Run 1, routed metal per tile:
The bar under the picture is 20 microns long. 12 x 21 tiles, from black (low) to pale yellow (high), scaled to the fullest tile. Values are wire area over tile area, all layers added.
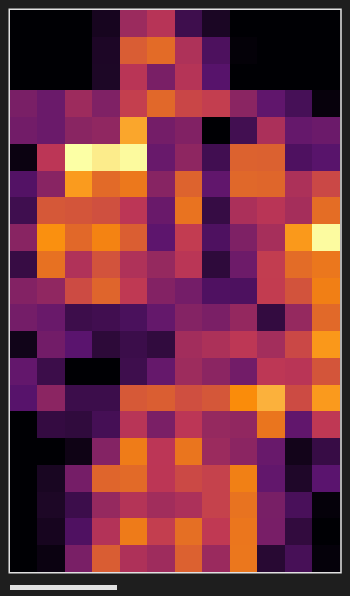
Run 1, M2 wires:
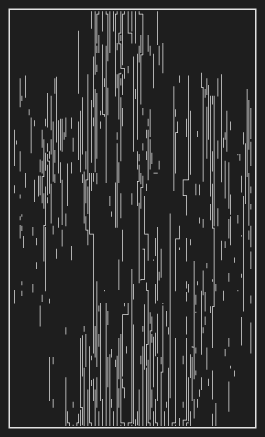
Run 1, cell density map:
The bar under the picture is 20 microns long. 6 x 10 tiles, from black (low) to pale yellow (high), 0 to 100% covered.
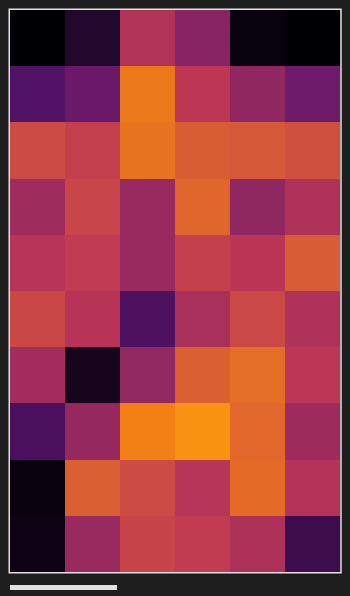
Design sdram_arbiter, sky130hd; sources not shown.
==> flow_summary.toml, run 1 <==
# flow metrics
[status]
status = "completed"

[cells_and_area]
final_layout_top_logic_cell = "clkdlybuf4s50_1"
largest_reg_flops = 12
area_growth_pct = 67.3
final_nets = 338
drive_gt1_share_pct = 5.73
final_cell_area_sq_mm = 0.00291
diodes = 0
layout_top_cells = "clkdlybuf4s50_1 (103), dfrtp_1 (35), mux2i_1 (19)"
n_fill_cell = 542

[logic_synthesis]
synth_cell_type_count = 37
syn_area_per_cell_sq_um = 11.0
netlist_area_sq_mm = 0.00174
ys_cells = 158
synthCells = 158
syn-num-nets = 235
yosysChipArea_sq_mm = 0.00174
synth_warnings = 0
yosys.stat.seqShare_pct = 54.9
synth_flops = 38

[sta]
fin_skew_ns = 0.00540
tightestPinTransition_ns = 0.854
period_used_pct = 55.7
slew_viol_final = 0
hold_viol_final = 0
fin_setup_tns_ns = 0
slew-limit-headroom_pct = 43.1
setup_viol = 0
clock.fmax_ghz = 0.492
rsz0062_at_grt = "no"
period_needed_ns = 2.03

[cts]
clock_latency_ns = 0.28
cts-resized-gates = 0
cts_tree = "built"
htree_levels = 2
hold_buffers = 0
post_cts_buffers = 0
clk_pin_slew_worst_paths_ns = 0.07
cts.path.max_buffers = 2
clock-sinks = 38
cts_buffers = 5
root_buffer = "clkbuf_8"

[flow_run]
cap_violations = 0
warning_count = 28

[die]
die-area_sq_mm = 0.00645
io_pins = 105
fp-row-count = 36
die_h_microns = 105
die_w_microns = 61.6

[critical_path]
path_class = "flip-flop to primary output"
path_cells = "clkdlybuf4s50_1"
path_buffers = 1
end_kind = "primary output"
critPathSlowestCell = "dfstp_2"
path_depth = 1
worst_setup_path_start_kind = "flip-flop"
critPathTopFamily = "flip-flops"
critPathMaxFanout = 1
arrival_ns = 1.30
r2r_cells = 3
required_ns = 2.92
r2r_slack_ns = 1.85
slowest_delay_ns = 0.52

[global_route]
grt.busiest_layer = "met2"
use_met1_pct = 18.0
grt_antenna_before_repair = 0
grt_pass1_wl_mm = 7.67
grt_pass1_vias = 1600
grt_remaining_overflow = 0
use_met3_pct = 2.85
grt_max_degree = 39

[routing]
vias_per_cell = 4.54
post-route-drc-count = 0
firstDrtPassIters = 4
ant_nets = 0
drt_iter0_drc = 49

[placed_design]
place.gp.congestion = 0.745
hpwl_mm = 3.70
place_area_sq_mm = 0.00283
io_buffers = 104

[power_and_ir_drop]
p_leak_nw = 1.18
ir_drop_v = 0.000270
p_per_area_mw_per_mm2 = 525
p_total_w = 0.00153

[min_path]
min_path_type = "flip-flop to flip-flop"
hold_path_depth = 1
Back to the opening pictures, 'routed metal per tile':
nearly empty tiles: 14%
emptiest ninth of the die: bottom left
fullest tile: 0.34
via count: 1,536
Avg WL per Cell: 14.5 microns
GRT Util Overall: 16.1%
Routed WL: 4.91 mm

Back to the opening pictures, 'M2 wires':
share of all routed wire: 55%
nets with wire on the layer: 287
wire length on this layer: 2,690 microns
M2 GR Usage: 28.1%

Back to the opening pictures, 'cell density map':
nearly empty tiles: 3.3%
tiles over 75% full: 1.7%
mean over tiles: 44%
fullest tile: 76%
FP Util: 31.2%
CORE AREA: 0.00559 sq mm
Post-Route Utilization: 52.1%

==> run 1: power by group <==
group / switching, W / total, W / internal, W
clock network: 0.000142 / 0.000274 / 0.000132
registers: 0.0000786 / 0.000639 / 0.000560
logic: 0.000245 / 0.000617 / 0.000372
total: 0.000465 / 0.00153 / 0.00106
==> run 1: Yosys cell counts (all sizes together) <==
library cell	number	share of area, %
nor2b	1	0.36
and4b	1	0.58
o311ai	1	0.50
or2b	1	0.43
o22a	1	0.50
o21ai	14	4.0
nor3b	3	1.6
or2	1	0.50
clkbuf	1	0.22
o21ba	1	0.58
nand2b	3	1.1
nand3b	1	0.43
a31oi	3	1.1
a21boi	1	0.43
and3b	1	0.50
dfrtp	35	50
dfstp	3	4.5
inv	4	0.86
and2	9	3.2
a21o	2	0.86
nor2	8	1.7
mux2i	19	11
a32o	2	1.2
o211ai	1	0.43
ha	2	1.4
nor3	2	0.58
and3	1	0.36
o31ai	1	0.43
a21oi	4	1.2
nand2	17	3.7
a41oi	1	0.50
a22oi	3	1.3
nor4b	1	0.50
buf	8	2.7
o32a	1	0.58
==> run 1: area by class of cell <==
class	instances	area, sq um	area share (%)
repair buffers	105	1040	35.8
clock buffers	6	72.6	2.49
inverters	4	15.0	0.516
clock inverters	2	10.0	0.344
flip-flops and latches	38	955	32.8
multi-input cells	107	721	24.8
well taps	76	95.1	3.27
==> run 1: kinds of logic after synthesis <==
family	after synthesis	share of synthesized area (%)
DFF	38	54.9
AOI/OAI and AO/OA	36	13.5
buffers and inverters	13	3.74
adders and majority gates	2	1.44
muxes	19	10.9
and+or+nand+nor	50	15.5
==> run 1: per-stage QoR <==
stage	instances	hold slack [ns]	utilization (%)	worst slack, ns
after detailed placement	330	0.493	50.6	1.62
after global routing	338	0.552	52.1	1.57
after CTS	338	0.506	52.1	1.60
after global placement	330	0.487	50.6	1.68
after floorplan	158	0.434	-	2.25
final	338	0.505	52.1	1.62
==> run 1: metal layers <==
layer  vias up  wire length, microns
met5         -                     0
li1        755                     -
met1       717                  1860
met4         0                    70
met2        58                  2690
met3         6                   287
Run 1, routing congestion:
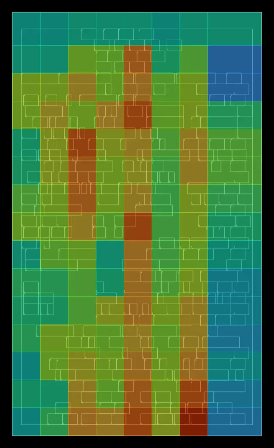

## Run 2: what changed since run 1
- clock period: 3.65 -> 1.9 ns (I/O delays scaled with it)
Run 2, routing congestion:
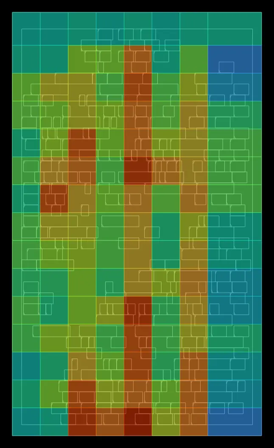
M2 GR Usage: 30.0%
GR peak layer: met2
met1 GRT Util: 16.9%
GRT Util Overall: 16.9%

==> run 2 against run 1 <==
Total power rose by 97%; sequential cell count did not move; area after synthesis is the same; design area rose by 2.1%; register-to-register slack got worse by 1.4 ns; first-iteration DRC count fell by 20%; worst setup slack got worse by 1.4 ns.
==> flow_summary.toml, run 2 <==
# flow metrics
[status]
status = "completed"

[logic_synthesis]
synth_cell_type_count = 37
ff_type = "dfrtp_1"
yosys.area.top_type = "dfrtp_1"
syn-num-nets = 235
ys_cells = 158
synth.top_cells.by_area = "dfrtp_1 (50%), mux2i_1 (11%), dfstp_2 (4.5%), o21ai_0 (4.0%), nand2_1 (3.7%)"
yosys.stat.seqShare_pct = 54.9
edf_count = 0
synthArstFlopShare_pct = 100
netlist.area_leader.share_pct = 50.3
netlist_area_sq_mm = 0.00174
synth_warnings = 0
ys_top_cells_by_count = "dfrtp_1 (35), mux2i_1 (19), nand2_1 (17)"
synthCells = 158
most_common_cell = "dfrtp_1"
syn_area_per_cell_sq_um = 11.0
yosysChipArea_sq_mm = 0.00174
synth_flops = 38

[cts]
root_buffer = "clkbuf_8"
post_cts_buffers = 0
clock-sinks = 38
cts.path.max_buffers = 2
hold_buffers = 0
cts-resized-gates = 0
cts_buffers = 5
clk_pin_slew_worst_paths_ns = 0.07
clock_latency_ns = 0.28
cts_tree = "built"
htree_levels = 2

[sta]
fin_skew_ns = 0.00392
rsz0062_at_grt = "no"
slew-limit-headroom_pct = 67.7
tightestPinTransition_ns = 0.484
hold_ws_ns = 0.137
period_used_pct = 88.3
clock.fmax_ghz = 0.596
period_needed_ns = 1.68
setup_viol = 0
fin_setup_tns_ns = 0
hold_viol_final = 0
slew_viol_final = 0

[critical_path]
arrival_ns = 1.30
r2r_slack_ns = 0.43
path_depth = 1
critPathTopFamily = "flip-flops"
critPathMaxFanout = 1
r2r_cells = 3
path_class = "flip-flop to primary output"
path_cells = "clkdlybuf4s50_1"
required_ns = 1.52
path_buffers = 1
slowest_delay_ns = 0.52
end_kind = "primary output"
worst_setup_path_start_kind = "flip-flop"
critPathSlowestCell = "dfstp_2"

[die]
die_w_microns = 61.6
die-area_sq_mm = 0.00645
fp-row-count = 36
die_h_microns = 105
placeableCoreArea_sq_mm = 0.00559
io_pins = 105
fp-utilization_pct = 31.2

[cells_and_area]
drive_gt1_share_pct = 8.18
layout.area.comb_sq_um = 721
final_layout_top_logic_cell = "clkdlybuf4s50_1"
layout_top_cells = "clkdlybuf4s50_1 (103), dfrtp_1 (35), mux2i_1 (19)"
n_fill_cell = 541
final_cells = 345
seq_area_sq_um = 955
diodes = 0
final_nets = 345
fin_util_pct = 53.2
largest_reg_flops = 12
area_growth_pct = 70.8

[min_path]
min_path_type = "primary input to async pin"

[routing]
post-route-drc-count = 0
vias_per_cell = 4.58
ant_nets = 0
drt_iter0_drc = 39
firstDrtPassIters = 4

[power_and_ir_drop]
p_leak_nw = 1.22
p_per_area_mw_per_mm2 = 1010
ir_drop_v = 0.000612

[global_route]
grt_max_degree = 39
grt_antenna_before_repair = 0
grt_remaining_overflow = 0
grt_pass1_vias = 1664
grt_pass1_wl_mm = 7.91

[flow_run]
cap_violations = 0
warning_count = 28

[placed_design]
hpwl_mm = 3.83
dp.cells = 337
io_buffers = 104
place.gp.congestion = 0.714
Run 2, routed metal per tile:
The bar under the picture is 20 microns long. 12 x 21 tiles, from black (low) to pale yellow (high), scaled to the fullest tile. Values are wire area over tile area, all layers added.
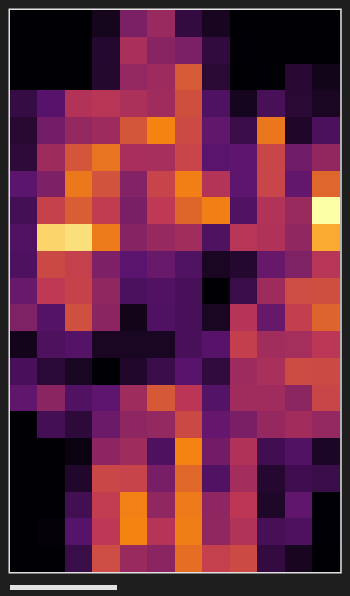
mean over tiles: 0.12
nearly empty tiles: 14%
fullest tile: 0.39
tiles over half the peak: 22%
via count: 1,580
Routed WL: 4.86 mm
Avg WL per Cell: 14.1 microns

-- run 2: layout make-up --
cell class              count  area share, %
clock inverters             1          0.168
clock buffers               7           2.90
inverters                   4          0.505
well taps                  76           3.20
repair buffers            112           36.9
multi-input cells         107           24.2
flip-flops and latches     38           32.1
-- run 2: metal layers --
layer  GRT usage [%]  up-vias  routed length, microns
met5               -        -                       0
met4            6.99        0                     126
met3            3.34       10                     323
met2            30.0       70                    2670
met1            16.9      731                    1730
li1                -      769                       -
-- run 2: cell families (layout without fill, tap and decap cells) --
| logic type | after synthesis | in the layout | synth area share [%] |
|---|---|---|---|
| AND-OR/OR-AND | 36 | 36 | 13.5 |
| adder cells (fa/ha/maj) | 2 | 2 | 1.44 |
| buffers and inverters | 13 | 124 | 3.74 |
| flip-flops | 38 | 38 | 54.9 |
| multiplexers | 19 | 19 | 10.9 |
| AND/OR/NAND/NOR | 50 | 50 | 15.5 |
-- run 2: report_power, final --
group / total (W) / leakage [nW] / internal, W / switching (W)
Combinational: 0.00128 / 0.676 / 0.000762 / 0.000516
Clock: 0.000560 / 0.0482 / 0.000293 / 0.000267
Sequential: 0.00118 / 0.493 / 0.00108 / 0.0000998
Total: 0.00301 / 1.22 / 0.00213 / 0.000883
-- run 2: through the flow --
step                      instance area [sq um]  total power (W)  worst slack, ns
after detailed placement                   2880          0.00250            0.225
final                                      2970          0.00301            0.222
after global placement                     2880          0.00249            0.265
after global routing                       2970          0.00324            0.165
after CTS                                  2970          0.00308            0.202
after floorplan                            1740          0.00173            0.518
Power is estimated from default activity; no workload was simulated.
